<file path="src/rtl/if_id_skid_stage.sv">
// IF/ID pipeline register with a one-entry skid buffer, redirect/interrupt flush
// and capture of the oldest discarded PC for mepc.
module if_id_skid_stage #(
  parameter int              XLEN         = 32,
  parameter int              SIDE_W       = 8,
  parameter logic [XLEN-1:0] BUBBLE_INSTR = 'h0000_0013
) (
  input  logic              clk,
  input  logic              rst,
  // fetch side
  input  logic              valid_i,
  output logic              ready_o,
  input  logic [XLEN-1:0]   instr_i,
  input  logic [XLEN-1:0]   pc_i,
  input  logic [XLEN-1:0]   pc_plus4_i,
  input  logic [SIDE_W-1:0] side_i,
  // decode side
  output logic              valid_o,
  input  logic              ready_i,
  output logic [XLEN-1:0]   instr_o,
  output logic [XLEN-1:0]   pc_o,
  output logic [XLEN-1:0]   pc_plus4_o,
  output logic [SIDE_W-1:0] side_o,
  // flush control
  input  logic              flush_i,
  input  logic              int_flush_i,
  output logic [XLEN-1:0]   int_pc_o,
  output logic              int_pc_valid_o
);

  typedef struct packed {
    logic [XLEN-1:0]   instr;
    logic [XLEN-1:0]   pc;
    logic [XLEN-1:0]   pc4;
    logic [SIDE_W-1:0] side;
  } fetch_t;

  typedef enum logic [1:0] {S_EMPTY, S_FULL, S_SKID} state_t;

  state_t state;
  fetch_t main_q, skid_q, in_pkt;
  logic   main_vld, accept, deliver;

  assign in_pkt   = '{instr: instr_i, pc: pc_i, pc4: pc_plus4_i, side: side_i};

  // ready depends only on registered state and reset, never on ready_i
  assign ready_o  = (state != S_SKID) && !rst;
  assign main_vld = (state != S_EMPTY) && !rst;
  assign accept   = valid_i && ready_o;
  assign deliver  = main_vld && ready_i;

  assign valid_o    = main_vld;
  assign instr_o    = main_vld ? main_q.instr : BUBBLE_INSTR;
  assign pc_o       = main_vld ? main_q.pc    : '0;
  assign pc_plus4_o = main_vld ? main_q.pc4   : '0;
  assign side_o     = main_vld ? main_q.side  : '0;

  always_ff @(posedge clk) begin
    if (rst) begin
      state          <= S_EMPTY;
      main_q         <= '0;
      skid_q         <= '0;
      int_pc_o       <= '0;
      int_pc_valid_o <= 1'b0;
    end else begin
      int_pc_valid_o <= 1'b0;
      if (flush_i || int_flush_i) begin
        state  <= S_EMPTY;
        main_q <= '0;
        skid_q <= '0;
        // a redirect flush means the interrupted stream is wrong-path: report nothing
        if (int_flush_i && !flush_i) begin
          if (state != S_EMPTY) begin
            int_pc_o       <= main_q.pc;
            int_pc_valid_o <= 1'b1;
          end else if (valid_i) begin
            int_pc_o       <= pc_i;
            int_pc_valid_o <= 1'b1;
          end
        end
      end else begin
        case (state)
          S_EMPTY: begin
            if (accept) begin
              main_q <= in_pkt;
              state  <= S_FULL;
            end
          end
          S_FULL: begin
            if (accept && deliver) begin
              main_q <= in_pkt;
            end else if (accept) begin
              skid_q <= in_pkt;
              state  <= S_SKID;
            end else if (deliver) begin
              main_q <= '0;
              state  <= S_EMPTY;
            end
          end
          S_SKID: begin
            if (deliver) begin
              main_q <= skid_q;
              skid_q <= '0;
              state  <= S_FULL;
            end
          end
          default: state <= S_EMPTY;
        endcase
      end
    end
  end

endmodule

</file>
<file path="config.mk">
export PLATFORM = sky130hd
export DESIGN_NAME = if_id_skid_stage
export DESIGN_NICKNAME = d
export VERILOG_FILES = /design/src/rtl/if_id_skid_stage.sv
export SDC_FILE = /design/constraint.sdc
export NUM_CORES = 1
export LEC_CHECK = 0
export CAP_MARGIN = 20
export CORE_MARGIN = 4
export CORE_UTILIZATION = 29
export CTS_CLUSTER_DIAMETER = 200
export DETAILED_ROUTE_END_ITERATION = 10
export MAX_ROUTING_LAYER = met4
export PLACE_DENSITY = 0.5
export SYNTH_ARGS = -nofsm -noshare
export SYNTH_HDL_FRONTEND = slang
export SYNTH_SLANG_ARGS = --single-unit
</file>
<file path="constraint.sdc">
create_clock -name clk -period 2 [get_ports clk]
set_clock_uncertainty 0.15 [all_clocks]
set_input_delay 0.4 -clock clk [delete_from_list [all_inputs] [get_ports clk]]
set_output_delay 0.4 -clock clk [all_outputs]
set_load 0.02 [all_outputs]
</file>
==> results.json <==
{
  "hpwl_mm": 24.30,
  "clkTransAtPathRegs_ns": 0.06,
  "setup_viol": 349,
  "fin_util_pct": 46.16,
  "synth_cell_types": 30,
  "ys_cells": 1348,
  "min_path_type": "primary input to flop",
  "ir_drop_v": 0.0005577,
  "final_hold_viol_count": 0,
  "setup_ws_ns": -0.4757,
  "cts.sinks": 243,
  "async_flop_share_pct": 0,
  "crit_path_max_fanout": 7,
  "nFillCells": 3665,
  "violations": "setup timing",
  "p_switching_mw": 3.017,
  "htree_levels": 1,
  "ys_seq_share_pct": 44.19,
  "hold_ws_ns": 0.2604,
  "drt_iter0_drc": 619,
  "place_congestion": 0.7447,
  "final_common_cell": "a21oi_1",
  "syn_area_per_cell_um2": 8.167,
  "synth_cells": 1348,
  "synthFlopType": "dfxtp_1",
  "wl_mm": 44.85,
  "leakage_nw": 6.752,
  "met1_usage_pct": 26.55,
  "ys_area_um2": 11010,
  "comb_area_um2": 5909,
  "die-area_um2": 41140,
  "drv_slew": 0,
  "place_area_um2": 14510,
  "regArea_um2": 4867,
  "synth_flops": 243,
  "status": "complete, but fails checks",
  "clockPowerShare_pct": 46.6,
  "wire_per_inst_um": 20.65,
  "p_seq_mw": 5.00,
  "antenna_found_initial": 8,
  "cp-end-kind": "output pin",
  "dp_cells": 2035,
  "clk-insertion-delay-late_ns": 0.55,
  "rsz0062_at_grt": "true",
  "fmax_mhz": 403.9,
  "drc": 0,
  "p_sw_share_pct": 24.54,
  "tightest_slew_ns": 0.4980,
  "layout_top_cells": "273 x a21oi_1, 241 x dfxtp_1, 141 x clkdlybuf4s50_1"
}
sequential cells by signal, indices dropped and copies added (netlist names):
name and cells:
int_pc_o 32, skid_q 104, int_pc_valid_o 1, state 2, main_q 104
worst paths after layout:
check / start / end / slack (ns)
max: state[0] / pc_o[29] / -0.48
min: rst / int_pc_valid_o / 0.26
max reg2reg: state[0] / main_q[0] / -0.24
min reg2reg: skid_q[67] / skid_q[67] / 0.31
synth_stat cells (2+ instances only):
cell type	count	share of area [%]
a211oi_1	32	2.2
a21oi_1	312	14
a32o_1	104	9.5
and2_1	102	5.8
buf_1	19	0.65
buf_2	41	1.9
buf_4	11	0.75
clkbuf_1	70	2.4
dfxtp_1	243	44
ha_1	4	0.45
inv_1	2	0.068
mux2i_1	33	3.0
nand2_1	108	3.7
nand2b_1	2	0.11
nor2_1	142	4.8
nor2b_1	3	0.17
o21ai_0	105	4.8
or3_1	3	0.17
final cells by class:
type	count	area share, %
multi-input cells	962	34.07
clock buffers	37	4.819
well taps	511	3.686
inverters	2	0.04328
flip-flops and latches	243	28.06
repair buffers	393	28.01
diodes	9	0.1299
clock inverters	15	1.176
logic make-up after synthesis:
kind of cell    synth area share, %
compound gates                30.72
simple gates                  15.72
flops                         44.19
buf+inv                       5.717
mux                           3.125
fa+ha+maj                    0.4546
xor+xnor                    0.07957
repair_timing:
| item | CTS | global route |
|---|---|---|
| setup endpoints to repair | 351 | 377 |
| gates cloned | 18 | 18 |
| setup buffers | 32 | 12 |
| hold buffers | 0 | 0 |
| pin swaps | 11 | 29 |
| gates resized | 610 | 162 |
| endpoints found under the hold margin | 0 | 0 |
critical path: cells and delay by family (launching register included):
kind | cells | cell delay, ns
flops | 1 | 0.33
buf+inv | 5 | 0.60
fa+ha+maj | 1 | 0.16
simple gates | 2 | 0.29
Fig. 1: placed standard cells
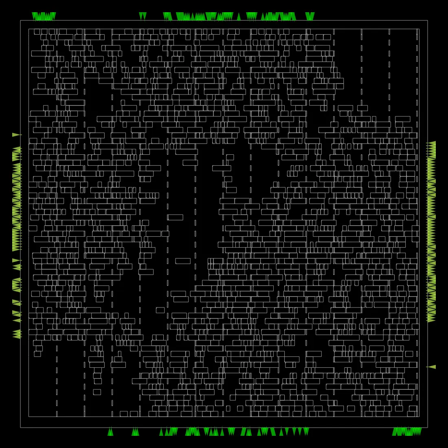
seq_cells: 243
core area: 37,580 µm²
Seq/total area: 28.06%

Fig. 2: sequential cells grouped by signal name
Scale: 1.5 px per µm.
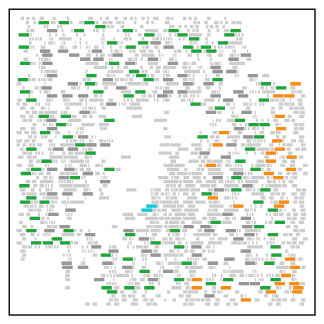
[cyan] `state` | placed flops: 2
[green] `main_q` | placed flops: 104 | where: widely spread
[orange] `int_pc_o` | placed flops: 32
not colored: 105

Fig. 3: clock network drawn from the DEF
Scale: 1.5 px per µm.
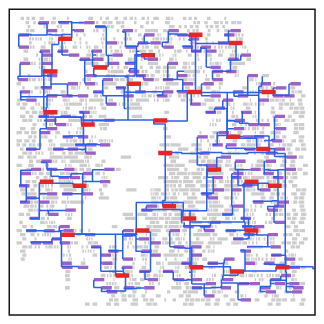
[red] cells driving clock nets | count: 29
[blue] clock wires | length: 3,640 µm
[purple] flip-flops | count: 243
flops lie: widely spread
routed clock nets: 30

Fig. 4: I/O nets highlighted
Scale: 2 px per µm.
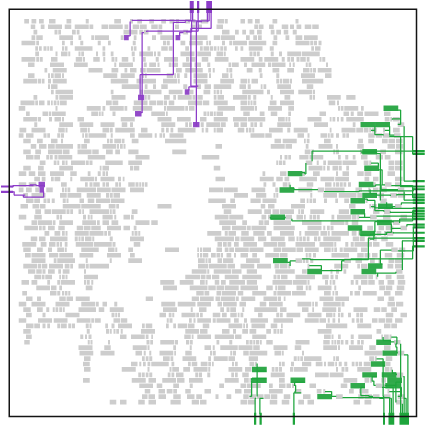
[green] `int_pc_o` | bits: 32 | direction: output | edge: 20 right, 12 bottom | end cells: 32 | buffers: 32 | wire: 1,180 µm
[purple] `side_o` | bits: 8 | direction: output | edge: 6 top, 2 left | end cells: 8 | buffers: 8 | wire: 373 µm
port bufs: 248
I/O pin cnt: 249

